[src/rtl/fwd_hazard_unit.sv]
// fwd_hazard_unit: operand forwarding from Memory/Writeback into Execute for
// NUM_SRC source operands, plus a load-use stall controller that holds
// Fetch/Decode and bubbles Execute for 1+LOAD_LAT cycles per hazard.
// Optional build macro FWD_STATS_EN adds 32-bit forwarding/stall statistics
// counters (fwd_count_m, fwd_count_w, stall_count); when it is undefined the
// counter ports and logic are absent.
module fwd_hazard_unit #(
  parameter int WIDTH      = 32,
  parameter int NUM_SRC    = 2,
  parameter int REG_ADDR_W = 5,
  parameter int LOAD_LAT   = 0
) (
  input  logic                          clk,
  input  logic                          reset,
  input  logic [NUM_SRC*REG_ADDR_W-1:0] rs_d,
  input  logic [NUM_SRC*REG_ADDR_W-1:0] rs_e,
  input  logic [NUM_SRC*WIDTH-1:0]      rd_data_e,
  input  logic [REG_ADDR_W-1:0]         rd_e,
  input  logic [REG_ADDR_W-1:0]         rd_m,
  input  logic [REG_ADDR_W-1:0]         rd_w,
  input  logic                          reg_write_e,
  input  logic                          reg_write_m,
  input  logic                          reg_write_w,
  input  logic                          load_e,
  input  logic                          flush_req,
  input  logic [WIDTH-1:0]              alu_result_m,
  input  logic [WIDTH-1:0]              wb_result_w,
  output logic [NUM_SRC*2-1:0]          fwd_sel_e,
  output logic [NUM_SRC*WIDTH-1:0]      operand_e,
  output logic                          stall_f,
  output logic                          stall_d,
  output logic                          flush_d,
  output logic                          flush_e
`ifdef FWD_STATS_EN
  ,
  output logic [31:0]                   fwd_count_m,
  output logic [31:0]                   fwd_count_w,
  output logic [31:0]                   stall_count
`endif
);

  typedef enum logic {IDLE, STALL} state_t;

  localparam logic [2:0] LAT_CNT = 3'(LOAD_LAT);

  logic [NUM_SRC-1:0] sel_m;        // operand takes the Memory-stage result
  logic [NUM_SRC-1:0] sel_w;        // operand takes the Writeback result
  logic [NUM_SRC-1:0] lu_match;     // Decode source matches the load's destination
  logic               lu_hit;
  logic               stall_raw;    // stall condition ignoring reset
  logic               stall_act;

  state_t     state_q;
  logic [2:0] cnt_q;

  // Per-operand comparators and operand muxes; x0 is never forwarded and
  // Memory wins over Writeback because it holds the younger value.
  generate
    for (genvar gi = 0; gi < NUM_SRC; gi++) begin : g_src
      logic [REG_ADDR_W-1:0] rs_e_i;
      logic [REG_ADDR_W-1:0] rs_d_i;

      assign rs_e_i = rs_e[gi*REG_ADDR_W +: REG_ADDR_W];
      assign rs_d_i = rs_d[gi*REG_ADDR_W +: REG_ADDR_W];

      assign sel_m[gi] = reg_write_m && (rd_m == rs_e_i) && (rs_e_i != '0);
      assign sel_w[gi] = reg_write_w && (rd_w == rs_e_i) && (rs_e_i != '0) && !sel_m[gi];

      assign fwd_sel_e[gi*2 +: 2] = {sel_m[gi], sel_w[gi]};
      assign lu_match[gi]         = (rs_d_i == rd_e);

      // Operand value mux; the unused 11 encoding falls back to the regfile.
      always_comb begin
        case ({sel_m[gi], sel_w[gi]})
          2'b10:   operand_e[gi*WIDTH +: WIDTH] = alu_result_m;
          2'b01:   operand_e[gi*WIDTH +: WIDTH] = wb_result_w;
          default: operand_e[gi*WIDTH +: WIDTH] = rd_data_e[gi*WIDTH +: WIDTH];
        endcase
      end
    end
  endgenerate

  assign lu_hit = load_e && reg_write_e && (rd_e != '0) && (|lu_match);

  // First stall cycle comes straight from the hit; later ones from STALL.
  // A same-cycle squash kills the dependent instruction, so no stall then.
  assign stall_raw = (state_q == STALL) || ((state_q == IDLE) && lu_hit && !flush_req);
  assign stall_act = stall_raw && !reset;

  assign stall_f = stall_act;
  assign stall_d = stall_act;
  assign flush_d = flush_req;
  assign flush_e = flush_req || stall_act;

  // Load-use FSM: cnt holds the remaining extra stall cycles after the first.
  always_ff @(posedge clk or posedge reset) begin
    if (reset) begin
      state_q <= IDLE;
      cnt_q   <= 3'd0;
    end else begin
      case (state_q)
        IDLE: begin
          if (lu_hit && !flush_req && (LOAD_LAT > 0)) begin
            cnt_q   <= LAT_CNT;
            state_q <= STALL;
          end
        end
        STALL: begin
          cnt_q <= cnt_q - 3'd1;
          if (cnt_q == 3'd1) begin
            state_q <= IDLE;
          end
        end
        default: begin
          state_q <= IDLE;
          cnt_q   <= 3'd0;
        end
      endcase
    end
  end

`ifdef FWD_STATS_EN
  logic [31:0] fwd_count_m_q, fwd_count_m_d;
  logic [31:0] fwd_count_w_q, fwd_count_w_d;
  logic [31:0] stall_count_q, stall_count_d;

  // Next counter values; additions wrap naturally at 2^32.
  always_comb begin
    fwd_count_m_d = fwd_count_m_q + 32'($countones(sel_m));
    fwd_count_w_d = fwd_count_w_q + 32'($countones(sel_w));
    stall_count_d = stall_count_q + {31'd0, stall_raw};
  end

  // Statistics registers.
  always_ff @(posedge clk or posedge reset) begin
    if (reset) begin
      fwd_count_m_q <= 32'd0;
      fwd_count_w_q <= 32'd0;
      stall_count_q <= 32'd0;
    end else begin
      fwd_count_m_q <= fwd_count_m_d;
      fwd_count_w_q <= fwd_count_w_d;
      stall_count_q <= stall_count_d;
    end
  end

  assign fwd_count_m = fwd_count_m_q;
  assign fwd_count_w = fwd_count_w_q;
  assign stall_count = stall_count_q;
`endif

endmodule

[config.mk]
export PLATFORM = sky130hd
export DESIGN_NAME = fwd_hazard_unit
export DESIGN_NICKNAME = d
export VERILOG_FILES = /design/src/rtl/fwd_hazard_unit.sv
export SDC_FILE = /design/constraint.sdc
export NUM_CORES = 1
export LEC_CHECK = 0
export ABC_AREA = 1
export CELL_PAD_IN_SITES_DETAIL_PLACEMENT = 1
export CELL_PAD_IN_SITES_GLOBAL_PLACEMENT = 1
export CORE_ASPECT_RATIO = 0.8
export CORE_MARGIN = 10
export CORE_UTILIZATION = 17
export DETAILED_ROUTE_END_ITERATION = 10
export MAX_ROUTING_LAYER = met4
export PLACE_DENSITY = 0.9
export SLEW_MARGIN = 20
export SYNTH_ARGS = -nofsm -noshare
export SYNTH_HDL_FRONTEND = slang
export SYNTH_SLANG_ARGS = --single-unit
[constraint.sdc]
create_clock -name clk -period 1.7 [get_ports clk]
set_clock_uncertainty 0.2 [all_clocks]
set_input_delay 0.255 -clock clk [delete_from_list [all_inputs] [get_ports clk]]
set_output_delay 0.255 -clock clk [all_outputs]
set_load 0.005 [all_outputs]
==> run_1/io_fan.png <==
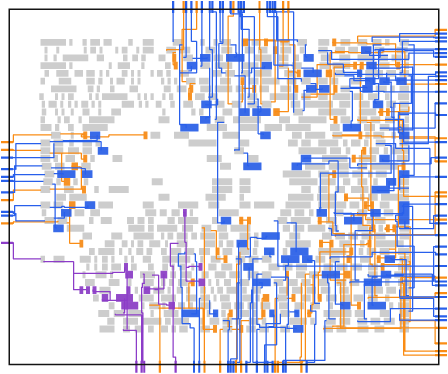
Orange shows `alu_result_m`, bits 32, direction input, edge 14 right, 8 bottom, 6 top, 4 left, end cells 64, buffers 32, wire 1920 um. Blue shows `rd_data_e`, bits 64, direction input, edge 28 right, 16 top, 13 bottom, 7 left, end cells 64, buffers 64, wire 2920 um. Purple shows `rd_m`, bits 5, direction input, edge 4 bottom, 1 left, end cells 15, buffers 6, wire 293 um.

==> run_1/clk_routes.png <==
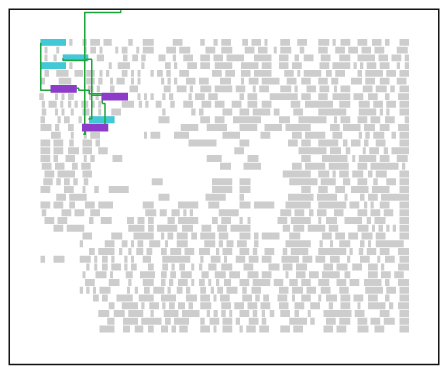
Purple shows clock drivers, count 3. Green shows clock wires, length 162 um. Cyan shows flip-flops, count 4.
Position of the flops: upper left.

==> run_1/placement.png <==
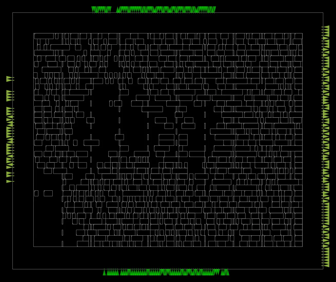
Row Count: 38
Layout Cells excl Fill: 930

==> run_1/io_placement.png <==
Pins as bars across the die edge, other pins in gray.
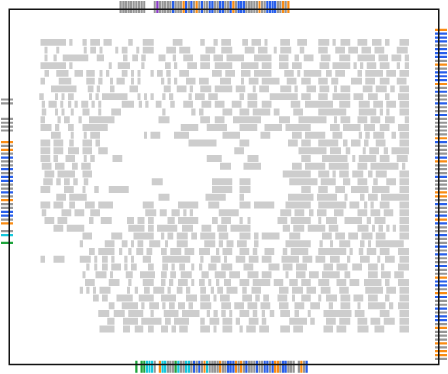
Cyan shows `rs_e`, pins 10, direction input, edge 9 bottom, 1 left. Orange shows `alu_result_m`, pins 32, direction input, edge 14 right, 8 bottom, 6 top, 4 left. Blue shows `rd_data_e`, pins 64, direction input, edge 28 right, 16 top, 13 bottom, 7 left. Green shows `rd_m`, pins 5, direction input, edge 4 bottom, 1 left. Purple shows `stall_f`, pins 1, direction output, edge top.

==> deck_impl_summary.md, run 1 <==
Flow Results at a Glance

Clock network
  • Clock Path Buffers: 2
  • Worst-path clk slew: 0.03 ns
  • # hold bufs at CTS: 0

Global routing
  • Initial antenna violation count: 1
  • First-pass GRT wire length: 31.42 mm
  • Vias in the first global route: 5316
  • Largest net degree at the start of global routing: 30
  • Remaining global-route overflow: 0

Floorplan
  • Core area: 13460 um2
  • DIE AREA: 18680 um2
  • Starting Density: 0.1717

Route
  • Remaining DRCs: 0
  • Antenna-violating nets left: 0
  • DRT Pass-1 Iters: 4
  • Drt via density: 5.096
  • Final wirelength: 24.53 mm

Worst setup path
  • Worst setup path end: operand_e[26]
  • Crit path launch type: input port
  • RR Endpoint: cnt_q[2]
  • R2R setup slack: 0.40 ns
  • Worst Setup SP: rs_e[2]
  • CP endpoint kind: output port

Synthesis
  • Syn_area_per_cell: 5.087 um2
  • Post-synth regs: 4
  • Area of the mapped netlist: 2310 um2
  • Syn Nets: 626
  • Synth cell types: 21

Timing
  • Final Setup Violations: 68
  • Hold Worst Slack: 0.1195 ns
  • Slew Limit Headroom: 0.7910
  • RSZ-0062 raised after global routing: yes
  • Worst setup margin: -0.4363 ns
  • Final slew viol count: 0
  • Final worst-path cycle share: 1.257

Placed design
  • DP HPWL: 13.73 mm
  • Placed cells: 870
  • Gpl congestion: 0.9546

Layout
  • Logic area: 3049 um2
  • Layout fillers: 1532
  • Post-route cell area: 7357 um2
  • Most used logic cell in the final layout: clkdlybuf4s50_1
  • Nets: 923
  • Layout cells sized above 1: 0.5661
  • FF+latch area: 100.1 um2

Power and ir drop
  • Clk pwr share: 0.188
  • Leakage: 3.444 nW
  • Switch share: 0.3705
  • Tot Pwr: 1.975 mW

Status
  • Status: finished with violations
  • Failing checks: negative setup slack
[run 1: per-stage QoR]
step / util / setup TNS [ns] / setup slack, ns
6_report: 0.5468 / -22.87 / -0.4363
5_1_grt: 0.5468 / -27.59 / -0.5062
4_1_cts: 0.4748 / -21.08 / -0.3936
3_5_place_dp: 0.3728 / -75.59 / -1.154
3_3_place_gp: 0.3728 / -72.78 / -1.098
2_1_floorplan: - / 0 / 0.1715
[run 1: kinds of logic after synthesis]
group	after synthesis	share of synthesized area
adder cells (fa/ha/maj)	2	0.01083
flip-flops	4	0.04334
buffers and inverters	76	0.1934
AND/OR/NAND/NOR	355	0.6999
XOR/XNOR	9	0.03413
AND-OR/OR-AND	8	0.01842
[run 1: flip-flops by register name, indices dropped and copies added (netlist names)]
register and count:
state_q 1, cnt_q 3
[run 1: synth_stat cells]
cell type	count	area, um2
buf_4	5	37.54
xor2_1	5	43.79
inv_2	9	33.78
o21ai_1	1	5.000
inv_1	33	123.9
dfrtp_1	4	100.1
ha_1	2	25.02
o21ai_0	4	20.02
nand3_1	197	986.0
buf_2	12	60.06
nor2_1	23	86.33
nor2_2	1	6.260
xnor2_1	4	35.03
nor2_4	2	22.52
o211ai_1	1	7.510
or2_0	1	6.260
nand2_1	124	465.5
nand4_1	6	37.54
nand2_2	1	6.260
a21oi_1	2	10.01
buf_6	17	191.4
[run 1: power groups by stage]
stage	logic [mW]	registers, mW	clock network, mW
after floorplan	0.305	0.0969	0
after global placement	1.10	0.0969	0
after detailed placement	1.11	0.0969	0
after CTS	1.24	0.0958	0.381
after global routing	1.59	0.0958	0.391
final	1.51	0.0959	0.371
[run 1: metal layers]
layer	up-vias	wire [um]	track usage
li1	2126	-	-
met1	2313	9173	0.2319
met2	245	12940	0.3901
met3	55	1689	0.04357
met4	0	728	0.07648
met5	-	0	-
[run 1: cell type report]
class                           count  area share
Antenna cell                        1   0.0003401
Sequential cell                     4     0.01361
Timing Repair Buffer              326      0.5043
Inverter                           42     0.02653
Tap cell                          180     0.03061
Clock buffer                        3     0.01020
Multi-Input combinational cell    374      0.4145
[run 1: worst min-delay path by stage]
stage	to	cells past startpoint
2_1_floorplan	cnt_q[0]	1
3_3_place_gp	cnt_q[1]	2
3_5_place_dp	cnt_q[1]	2
4_1_cts	state_q	3
5_1_grt	state_q	3
6_report	state_q	3
[run 1: repair_timing]
action,CTS,global route
gates resized,635,221
gates cloned,19,7
setup endpoints to repair,72,71
pin swaps,96,88
setup buffers,39,7
endpoints found under the hold margin,0,0
[run 1: worst max-delay path: stages]
cell      delay (ns)
buf_8           0.11
xor2_2          0.18
nor2_2          0.13
nand2_2         0.08
nor2_4          0.19
clkinv_4        0.12
buf_6           0.16
buf_16          0.14
nand3_2         0.06
nand3_1         0.09
buf_2           0.15
==> run_1/wires.png <==
The bar under the picture is 50 um long.
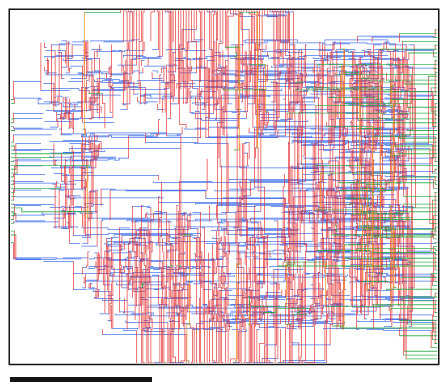

==> run 2: changes to the inputs <==
Settings changed: MAX_ROUTING_LAYER met4 to unset.
==> run_2/wires.png <==
The bar under the picture is 50 um long.
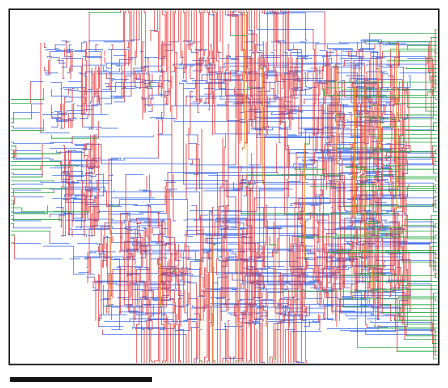
Red shows metal 2, wire length 12400 um. Orange shows metal 4, wire length 773 um. Blue shows metal 1, wire length 8510 um. Green shows metal 3, wire length 1810 um.

==> run_2/placement.png <==
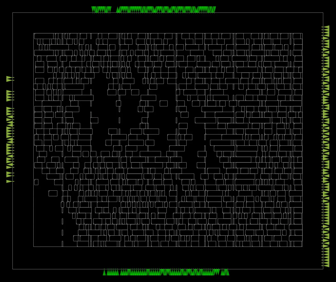
Seq/total area: 0.01340
Layout Cells excl Fill: 928
Layout fillers: 1510

==> run 2 against run 1 <==
- the run still ends with negative setup slack left
- cell count down 0.22%
- synthesized area is the same
- global-route usage fell by 0.49 points
- register-to-register slack better by 0.07 ns
- cell area increased by 1.5%
- via count fell by 1.9%
- critical endpoint is now operand_e[36]
==> deck_impl_summary.md, run 2 <==
Flow Results at a Glance

Status
  • Status: finished with violations
  • Failing checks: negative setup slack

Placed design
  • Gpl congestion: 0.9216 (-3.5%)
  • Placed cells: 869 (-0.11%)
  • DP HPWL: 13.56 mm (-1.3%)
  • Setup WS pre-CTS: -1.132 ns (+0.02234 ns)

Timing
  • Final Setup Violations: 68 (unchanged)
  • Worst setup margin: -0.4222 ns (+0.01408 ns)
  • Slew Limit Headroom: 0.8164 (+0.02543)
  • Final slew viol count: 0 (unchanged)
  • RSZ-0062 raised after global routing: yes
  • Slew at the pin closest to its max-slew limit: 0.2754 ns
  • Fin. Hold Viols: 0
  • Final worst-path cycle share: 1.248 (-0.008279)
  • Setup TNS: -20.84 ns (+2.030 ns)

Route
  • DRT Pass-1 Iters: 4 (unchanged)
  • Antenna-violating nets left: 0 (unchanged)
  • Drt via density: 5.012 (-1.6%)
  • DR vias: 4651
  • Remaining DRCs: 0 (unchanged)
  • Final wirelength: 23.47 mm (-4.3%)

Synthesis
  • Cell taking the most area after synthesis: nand3_1
  • Async set or reset register ratio after synthesis: 1.000 (unchanged)
  • Number of enable flip-flop cells: 0 (unchanged)
  • Synth area leaders: nand3_1, nand2_1, buf_6
  • Post-synth regs: 4 (unchanged)
  • Top cells by count, synth: nand3_1, nand2_1, inv_1
  • Most frequent cell after synthesis: nand3_1
  • Syn Nets: 626 (unchanged)
  • Yosys stat cell total: 454
  • Synth top area share: 0.4269 (unchanged)
  • Synth cell types: 21 (unchanged)
  • Most common reg cell: dfrtp_1
  • Area of the mapped netlist: 2310 um2 (unchanged)
  • Syn_area_per_cell: 5.087 um2 (unchanged)

Worst setup path
  • Cell count along the critical path: 14 (+3)
  • Critical Path Max Stage Delay: 0.17 ns (-0.02 ns)
  • Crit path launch type: input port
  • Worst path top cell family by delay: buffers and inverters
  • Critical-path top delay cell: buf_4
  • CP endpoint kind: output port
  • R2r startpoint: cnt_q[0]
  • Worst Setup SP: rs_e[7]
  • Critical path cell sequence: buf_8, buf_6, inv_2, nand4_1, buf_4, nand2_4, nor2_4, buf_12, buf_8, buf_12, buf_6, nand3_2, nand3_2, buf_6
  • R2R setup slack: 0.47 ns (+0.07 ns)
  • CP dominant cell by count: buf_6
  • Reg2Reg Depth: 5
  • CP Buf/Inv Count: 9 (+4)

Layout
  • Max reg flops: 3 (unchanged)
  • Ant. Diodes: 0 (-1)
  • Nets: 922 (-0.11%)
  • Layout cells sized above 1: 0.5949 (+0.02883)
  • Finished Core Util: 0.5550 (+0.008183)
  • Area growth syn-to-layout: 223.3%
  • Most flops, register: cnt_q
  • Largest registers: cnt_q x3, state_q x1
  • Most used logic cell in the final layout: clkdlybuf4s50_1

Clock network
  • H-tree depth: 1
  • Worst-path clk slew: 0.03 ns (about the same)
  • CTS sink count: 4
  • Clock Path Buffers: 2 (unchanged)
  • # hold bufs at CTS: 0 (unchanged)
  • Insertion Delay late pin: 0.22 ns

Floorplan
  • Starting Density: 0.1717 (unchanged)
  • Row Count: 38 (unchanged)
  • DIE AREA: 18680 um2 (unchanged)
  • Core area: 13460 um2 (unchanged)

Power and ir drop
  • Switch share: 0.3657 (-0.004819)
  • Clk pwr share: 0.186 (-0.002)
  • Internal power: 1.274 mW
  • Leakage: 3.455 nW (+0.30%)
  • Comb pwr share: 0.767

Global routing
  • Largest net degree at the start of global routing: 30 (unchanged)
  • First-pass GRT wire length: 31.44 mm (about the same)
  • Vias in the first global route: 5157 (-3.0%)
  • Remaining global-route overflow: 0 (unchanged)
  • Initial antenna violation count: 0 (-1)

Worst hold path
  • HP Class: in -> async
==> run_2/io_fan.png <==
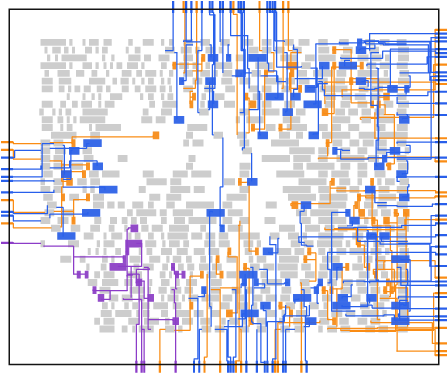
I/O pin count: 242
IO Port Bufs: 241

## run 2: layout make-up
| cell class | instances | area, um2 |
|---|---|---|
| clock buffer | 3 | 75.07 |
| tap | 180 | 225.2 |
| inverter | 42 | 205.2 |
| fill | 1510 | 5988 |
| timing repair buffer | 325 | 3759 |
| sequential | 4 | 100.1 |
| multi-input combinational | 374 | 3103 |
## run 2: kinds of logic (layout without fill, tap and decap cells)
family,after synthesis,in the layout,share of synthesized area
and+or+nand+nor,355,355,0.6999
buffers and inverters,76,370,0.1934
xor gates and xnor gates,9,9,0.03413
AOI/OAI and AO/OA,8,8,0.01842
DFF,4,4,0.04334
adders and majority gates,2,2,0.01083
## run 2: power groups by stage
stage	logic [mW]	clock network (mW)	registers (mW)
floorplan	0.305	0	0.0969
global placement	1.09	0	0.0969
detailed placement	1.11	0	0.0969
CTS	1.22	0.382	0.0958
global route	1.63	0.391	0.0958
finish	1.54	0.373	0.0958
## run 2: worst paths after layout
kind	endpoint
max	operand_e[36]
min	state_q
max reg2reg	cnt_q[2]
min reg2reg	cnt_q[1]
max in group asynchronous	cnt_q[1]
min in group clk	cnt_q[1]
## run 2: through the flow
stage               area, um2  hold WS (ns)  power, mW
floorplan                2310       -0.1706     0.4019
global placement         4984        0.2665      1.189
detailed placement       4984        0.2827      1.207
CTS                      6292        0.1084      1.699
global route             7467        0.1570      2.117
finish                   7467        0.1240      2.009
## run 2: layer usage
| metal | GRT usage | vias to the layer above | share of wire |
|---|---|---|---|
| li1 | - | 2121 | - |
| met1 | 0.2414 | 2282 | 0.36 |
| met2 | 0.3926 | 201 | 0.53 |
| met3 | 0.03885 | 47 | 0.077 |
| met4 | 0.05936 | 0 | 0.033 |
| met5 | 0 | - | 0 |
## run 2: worst register-to-register path: cells and delay by family, from the launching register on
kind	cells	cell delay, ns
adders and majority gates	1	0.19
buffers and inverters	2	0.11
xor gates and xnor gates	1	0.15
and+or+nand+nor	1	0.08
DFF	1	0.39
## run 2: what timing repair did
item                       4_1_cts  5_1_grt
setup endpoints to repair       72       71
cloned                          18        3
pin swaps                      101       73
resized                        621      282
buffers inserted                42        5
Power figures rest on the tool's default switching activity, not on a simulated workload.
